Pin placement:
Scale: 1 px per µm. Pins as bars across the die edge, other pins in gray.
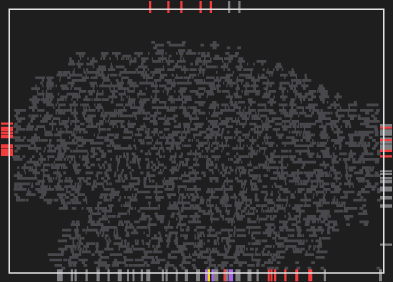
Routing congestion map:
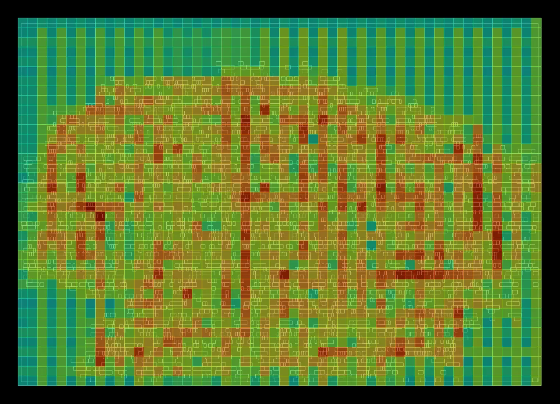
M2 wires:
Scale: 1 px per µm. Cells faint in the background.
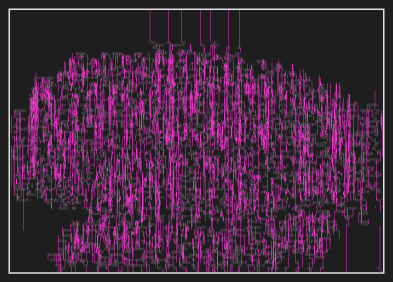
M3 wires:
Scale: 1 px per µm. Cells faint in the background.
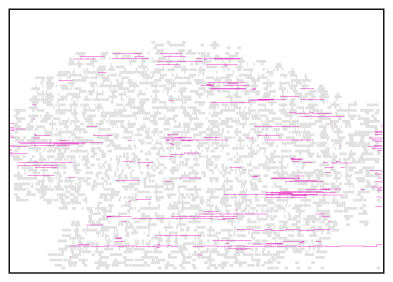
===== config.mk =====
export PLATFORM = sky130hd
export DESIGN_NAME = fp_mul_param
export DESIGN_NICKNAME = d
export VERILOG_FILES = /design/src/rtl/fp_pkg.sv /design/src/rtl/fp_classify.sv /design/src/rtl/fp_mul_param.sv
export SDC_FILE = /design/constraint.sdc
export NUM_CORES = 2
export LEC_CHECK = 0
export CAP_MARGIN = 5
export CORE_ASPECT_RATIO = 0.7
export CORE_MARGIN = 2
export CORE_UTILIZATION = 30
export DETAILED_ROUTE_END_ITERATION = 16
export PLACE_DENSITY_LB_ADDON = 0.15
export SLEW_MARGIN = 20
export SYNTH_ARGS = -nofsm -noshare
export SYNTH_HDL_FRONTEND = slang
export SYNTH_HIERARCHICAL = 1
export SYNTH_SLANG_ARGS = --single-unit

===== constraint.sdc =====
create_clock -name clk -period 10.35 [get_ports clk]
set_input_delay 3.105 -clock clk [delete_from_list [all_inputs] [get_ports clk]]
set_output_delay 3.105 -clock clk [all_outputs]
set_load 0.02 [all_outputs]

===== src/rtl/fp_pkg.sv =====
// Shared types and helpers for the parametrised IEEE-754 multiplier.
// Operand classes, FSM state encoding, flag bit positions, bias and quiet-NaN constants.
package fp_pkg;

    typedef enum logic [1:0] {
        FP_NUM  = 2'd0,
        FP_ZERO = 2'd1,
        FP_INF  = 2'd2,
        FP_NAN  = 2'd3
    } fp_class_e;

    typedef enum logic [2:0] {
        ST_IDLE  = 3'd0,
        ST_CLASS = 3'd1,
        ST_MUL   = 3'd2,
        ST_NORM  = 3'd3,
        ST_ROUND = 3'd4,
        ST_PACK  = 3'd5,
        ST_OUT   = 3'd6
    } fp_state_e;

    localparam int FLG_INVALID   = 3;
    localparam int FLG_OVERFLOW  = 2;
    localparam int FLG_UNDERFLOW = 1;
    localparam int FLG_INEXACT   = 0;

    function automatic int fp_bias(input int exp_w);
        return (1 << (exp_w - 1)) - 1;
    endfunction

    // Canonical quiet NaN: sign 0, exponent all ones, fraction MSB only.
    function automatic logic [63:0] fp_qnan(input int exp_w, input int man_w);
        logic [63:0] v;
        v = 64'd0;
        for (int i = 0; i < exp_w; i++) begin
            v[man_w + i] = 1'b1;
        end
        v[man_w - 1] = 1'b1;
        return v;
    endfunction

endpackage


===== src/rtl/fp_classify.sv =====
// Combinational operand unpacker: sign, exponent, mantissa with hidden bit, and class.
// Subnormal encodings are treated as zero.
module fp_classify
    import fp_pkg::*;
#(
    parameter int EXP_W = 8,
    parameter int MAN_W = 23
) (
    input  logic [EXP_W+MAN_W:0] op_i,
    output logic                 sign_o,
    output logic [EXP_W-1:0]     exp_o,
    output logic [MAN_W:0]       mant_o,
    output fp_class_e            cls_o
);

    logic [EXP_W-1:0] exp_s;
    logic [MAN_W-1:0] frac_s;

    assign exp_s  = op_i[MAN_W +: EXP_W];
    assign frac_s = op_i[MAN_W-1:0];
    assign sign_o = op_i[EXP_W+MAN_W];
    assign exp_o  = exp_s;
    assign mant_o = {(|exp_s), frac_s};

    // Class decode from the exponent/fraction fields
    always_comb begin
        cls_o = FP_NUM;
        if (&exp_s) begin
            if (|frac_s) begin
                cls_o = FP_NAN;
            end else begin
                cls_o = FP_INF;
            end
        end else if (exp_s == {EXP_W{1'b0}}) begin
            cls_o = FP_ZERO;
        end else begin
            cls_o = FP_NUM;
        end
    end

endmodule


===== src/rtl/fp_mul_param.sv =====
// Multi-cycle IEEE-754 multiplier, any exponent/fraction width, round-to-nearest-even.
// One operation in flight; valid/ready on both sides; per-operation status flags.
module fp_mul_param
    import fp_pkg::*;
#(
    parameter int EXP_W = 8,
    parameter int MAN_W = 23
) (
    input  logic                       clk,
    input  logic                       rst,
    input  logic                       in_valid,
    output logic                       in_ready,
    input  logic [EXP_W+MAN_W:0]       op_a,
    input  logic [EXP_W+MAN_W:0]       op_b,
    output logic                       out_valid,
    input  logic                       out_ready,
    output logic [EXP_W+MAN_W:0]       res,
    output logic [3:0]                 flags
);

    localparam int W  = 1 + EXP_W + MAN_W;
    localparam int M  = MAN_W + 1;
    localparam int P  = 2 * M;
    localparam int EW = EXP_W + 2;

    localparam logic signed [EW-1:0] BIAS_E = EW'(fp_bias(EXP_W));
    localparam logic signed [EW-1:0] EMAX_E = EW'((1 << EXP_W) - 1);
    localparam logic signed [EW-1:0] ONE_E  = EW'(1);
    localparam logic signed [EW-1:0] ZERO_E = EW'(0);
    localparam logic [W-1:0]         QNAN   = W'(fp_qnan(EXP_W, MAN_W));

    fp_state_e              state_q;
    logic [W-1:0]           a_q, b_q;
    fp_class_e              rcls_q;
    logic                   s_q;
    logic signed [EW-1:0]   e_q;
    logic [P-1:0]           p_q;
    logic [M-1:0]           mant_q;
    logic                   g_q, sticky_q;
    logic [W-1:0]           res_q;
    logic [3:0]             flags_q;
    logic                   out_valid_q, in_ready_q;

    logic                   sign_a_s, sign_b_s;
    logic [EXP_W-1:0]       exp_a_s, exp_b_s;
    logic [M-1:0]           mant_a_s, mant_b_s;
    fp_class_e              cls_a_s, cls_b_s, rcls_s;
    logic [P-1:0]           pn_s;
    logic                   inc_s;
    logic [M:0]             sum_s;

    fp_classify #(.EXP_W(EXP_W), .MAN_W(MAN_W)) u_cls_a (
        .op_i(a_q), .sign_o(sign_a_s), .exp_o(exp_a_s), .mant_o(mant_a_s), .cls_o(cls_a_s)
    );

    fp_classify #(.EXP_W(EXP_W), .MAN_W(MAN_W)) u_cls_b (
        .op_i(b_q), .sign_o(sign_b_s), .exp_o(exp_b_s), .mant_o(mant_b_s), .cls_o(cls_b_s)
    );

    // Result class: NaN dominates (including Inf*0), then zero, then infinity
    always_comb begin
        rcls_s = FP_NUM;
        if ((cls_a_s == FP_NAN) || (cls_b_s == FP_NAN) ||
            ((cls_a_s == FP_INF) && (cls_b_s == FP_ZERO)) ||
            ((cls_a_s == FP_ZERO) && (cls_b_s == FP_INF))) begin
            rcls_s = FP_NAN;
        end else if ((cls_a_s == FP_ZERO) || (cls_b_s == FP_ZERO)) begin
            rcls_s = FP_ZERO;
        end else if ((cls_a_s == FP_INF) || (cls_b_s == FP_INF)) begin
            rcls_s = FP_INF;
        end else begin
            rcls_s = FP_NUM;
        end
    end

    // Normalised product (leading one at MSB) and round-to-nearest-even increment
    always_comb begin
        pn_s = p_q;
        if (p_q[P-1]) begin
            pn_s = p_q;
        end else begin
            pn_s = p_q << 1;
        end
        inc_s = g_q & (sticky_q | mant_q[0]);
        sum_s = {1'b0, mant_q} + (M+1)'(inc_s);
    end

    // Control FSM and datapath registers, including all outputs
    always_ff @(posedge clk or posedge rst) begin
        if (rst) begin
            state_q     <= ST_IDLE;
            a_q         <= '0;
            b_q         <= '0;
            rcls_q      <= FP_NUM;
            s_q         <= 1'b0;
            e_q         <= '0;
            p_q         <= '0;
            mant_q      <= '0;
            g_q         <= 1'b0;
            sticky_q    <= 1'b0;
            res_q       <= '0;
            flags_q     <= 4'b0000;
            out_valid_q <= 1'b0;
            in_ready_q  <= 1'b1;
        end else begin
            case (state_q)
                ST_IDLE: begin
                    if (in_valid) begin
                        a_q        <= op_a;
                        b_q        <= op_b;
                        flags_q    <= 4'b0000;
                        in_ready_q <= 1'b0;
                        state_q    <= ST_CLASS;
                    end else begin
                        in_ready_q <= 1'b1;
                    end
                end
                ST_CLASS: begin
                    rcls_q               <= rcls_s;
                    s_q                  <= sign_a_s ^ sign_b_s;
                    flags_q[FLG_INVALID] <= (rcls_s == FP_NAN);
                    state_q              <= (rcls_s == FP_NUM) ? ST_MUL : ST_PACK;
                end
                ST_MUL: begin
                    e_q     <= $signed({2'b00, exp_a_s}) + $signed({2'b00, exp_b_s}) - BIAS_E;
                    p_q     <= P'(mant_a_s) * P'(mant_b_s);
                    state_q <= ST_NORM;
                end
                ST_NORM: begin
                    if (p_q[P-1]) begin
                        e_q <= e_q + ONE_E;
                    end else begin
                        e_q <= e_q;
                    end
                    mant_q   <= pn_s[P-1 -: M];
                    g_q      <= pn_s[M-1];
                    sticky_q <= |pn_s[M-2:0];
                    state_q  <= ST_ROUND;
                end
                ST_ROUND: begin
                    // Rounding 1.11..1 up wraps the mantissa to 1.0 and bumps the exponent
                    if (sum_s[M]) begin
                        mant_q <= {1'b1, {MAN_W{1'b0}}};
                        e_q    <= e_q + ONE_E;
                    end else begin
                        mant_q <= sum_s[M-1:0];
                    end
                    flags_q[FLG_INEXACT] <= g_q | sticky_q;
                    state_q              <= ST_PACK;
                end
                ST_PACK: begin
                    case (rcls_q)
                        FP_NAN:  res_q <= QNAN;
                        FP_ZERO: res_q <= {s_q, {(W-1){1'b0}}};
                        FP_INF:  res_q <= {s_q, {EXP_W{1'b1}}, {MAN_W{1'b0}}};
                        FP_NUM: begin
                            if (e_q >= EMAX_E) begin
                                res_q                  <= {s_q, {EXP_W{1'b1}}, {MAN_W{1'b0}}};
                                flags_q[FLG_OVERFLOW]  <= 1'b1;
                                flags_q[FLG_INEXACT]   <= 1'b1;
                            end else if (e_q <= ZERO_E) begin
                                res_q                  <= {s_q, {(W-1){1'b0}}};
                                flags_q[FLG_UNDERFLOW] <= 1'b1;
                                flags_q[FLG_INEXACT]   <= 1'b1;
                            end else begin
                                res_q <= {s_q, e_q[EXP_W-1:0], mant_q[MAN_W-1:0]};
                            end
                        end
                        default: res_q <= QNAN;
                    endcase
                    state_q <= ST_OUT;
                end
                ST_OUT: begin
                    if (out_valid_q && out_ready) begin
                        out_valid_q <= 1'b0;
                        in_ready_q  <= 1'b1;
                        state_q     <= ST_IDLE;
                    end else begin
                        out_valid_q <= 1'b1;
                    end
                end
                default: begin
                    out_valid_q <= 1'b0;
                    in_ready_q  <= 1'b1;
                    state_q     <= ST_IDLE;
                end
            endcase
        end
    end

    assign in_ready  = in_ready_q;
    assign out_valid = out_valid_q;
    assign res       = res_q;
    assign flags     = flags_q;

endmodule


==> reports/metrics.cfg <==
[outcome]
status=finished clean

[cts]
cts_buffers=17
root_buffer=clkbuf_16
postCtsSetupRepairBufs=0
clk_latency_ns=0.53

[grt]
grt_antenna_before_repair=2
first_global_vias=21600
grt_pass1_wl_um=133000

[timing]
holdWs_ns=0.479
fin_skew_ns=0.0272
finalSetupTns_ns=0
fin_ws_ns=2.47
fin_crit_ns=7.88
worstMarginPinSlew_ns=1.11
hold_viol=0
finalCritPeriodShare_pct=76.1

[logic_synthesis]
ys_area_mm2=0.0286
simple_gate_share_pct=16.6
synth-adder-area-share_pct=42.2
syn-cell-area_mm2=0.0286

[worst_setup_path]
critPathSlowestCell=a2111oi_0
cp_slowest_stage_delay_ns=0.73

[detailed_routing]
via_per_inst=4.76
remaining_drc_errors=0
postRouteAntennaNets=0

[finish]
fin_nets=3830
n_fill_cell=9868
drive_gt1_share_pct=5.74

[die]
pin_count=106

About 'pin placement':
yellow -> out_valid  # pins 1, direction output, edge bottom
purple -> flags  # pins 4, direction output, edge bottom
red -> op_a  # pins 32, direction input, edge 14 left, 9 bottom, 5 top, 4 right
all pins by edge = 55 bottom, 30 right, 14 left, 7 top
Die Ht: 262 µm
# port buffers: 105
Die W: 373 µm

About 'routing congestion map':
GRT Total Usage: 17.6%
M1 GR Usage: 28.5%
post-layout util: 33.0%
met2 usage: 24.4%
Avg WL per Cell: 19.1 µm

About 'M2 wires':
main direction = vertical
share of all routed wire = 41%
longest straight run = 57.3 µm
wire length on this layer = 33.7 mm
via count: 20700
aggregate routed wire length: 83000 µm

About 'M3 wires':
wire length on this layer = 3500 µm
main direction = horizontal
nets with wire on the layer = 147
routing usage on met3: 2.62%

[cell usage after synthesis (7+ instances only)]
cell	count	area share, %
nor3_1	24	0.42
dfrtp_1	191	17
mux2i_1	23	0.81
xor2_1	20	0.61
nor2_1	65	0.85
nand4_1	22	0.48
a31oi_1	16	0.35
o31ai_1	12	0.32
mux2_2	68	2.7
or2_2	7	0.15
nor4_1	19	0.42
a21oi_1	98	1.7
nand2_1	454	6.0
o21a_1	10	0.26
clkbuf_1	146	1.9
o21ai_0	104	1.8
a21o_1	24	0.63
xnor2_1	24	0.74
nand3_1	18	0.32
o21bai_1	12	0.32
nor2b_1	8	0.18
a211oi_1	7	0.18
inv_1	576	7.6
o211ai_1	7	0.18
and3_1	14	0.31
and2_1	293	6.4
fa_1	483	34
buf_4	64	1.7
a22o_1	24	0.74
ha_1	192	8.4
[metal layers]
layer | routed length, µm | GRT usage, %
met1 | 44800 | 28.5
met4 | 945 | 3.15
met3 | 3500 | 2.62
met2 | 33700 | 24.4
met5 | 0 | 0
[cells in the final DEF, fill, tap and decap left out, types with 22 or more instances in the layout]
cell type        instances
nand2_1                454
ha_1                   192
nor2_1                  63
nand4_1                 22
a21oi_1                 98
mux2_2                  68
buf_4                   54
a22o_1                  24
dfrtp_1                189
fa_1                   483
mux2i_1                 23
a21o_1                  24
xnor2_1                 24
and2_1                 293
o21ai_0                104
inv_1                  575
clkdlybuf4s50_1        105
nor3_1                  23
[worst register-to-register path, delay by kind of cell, from the launching register on]
| family | cells | cell delay (ns) |
|---|---|---|
| buffers and inverters | 4 | 0.48 |
| AOI/OAI and AO/OA | 5 | 1.72 |
| DFF | 1 | 0.45 |
| adders and majority gates | 8 | 3.74 |
| and+or+nand+nor | 5 | 1.36 |
[area by class of cell]
class | instances | area (µm²) | share of cell area, %
Multi-Input combinational cell | 2141 | 20600 | 66.0
Sequential cell | 192 | 4810 | 15.4
Inverter | 576 | 2170 | 6.97
Tap cell | 1248 | 1560 | 5.02
Timing Repair Buffer | 159 | 1460 | 4.68
Clock buffer | 21 | 450 | 1.45
Clock inverter | 11 | 128 | 0.410
Antenna cell | 1 | 2.50 | 0.00804
[final timing paths]
check / startpoint / to / slack, ns / cells past startpoint
min reg2reg: p_q[0]$_DFFE_PP0P_ / p_q[0]$_DFFE_PP0P_ / 0.48 / 2
min in group asynchronous: rst / res[13]$_DFFE_PP0P_ / 3.10 / 2
max: b_q[29]$_DFFE_PP0P_ / p_q[45]$_DFFE_PP0P_ / 2.47 / 22
min: p_q[0]$_DFFE_PP0P_ / p_q[0]$_DFFE_PP0P_ / 0.48 / 2
max reg2reg: b_q[29]$_DFFE_PP0P_ / p_q[45]$_DFFE_PP0P_ / 2.47 / 22
max in group asynchronous: rst / p_q[18]$_DFFE_PP0P_ / 5.83 / 3
[registers in the layout, indices dropped and copies added (netlist names)]
signal     flops
s_q            1
sticky_q       1
state_q        3
mant_q        24
rcls_q         2
res           32
g_q            1
b_q           32
a_q           32
e_q           10
in_ready       1
out_valid      1
flags          4
p_q           48
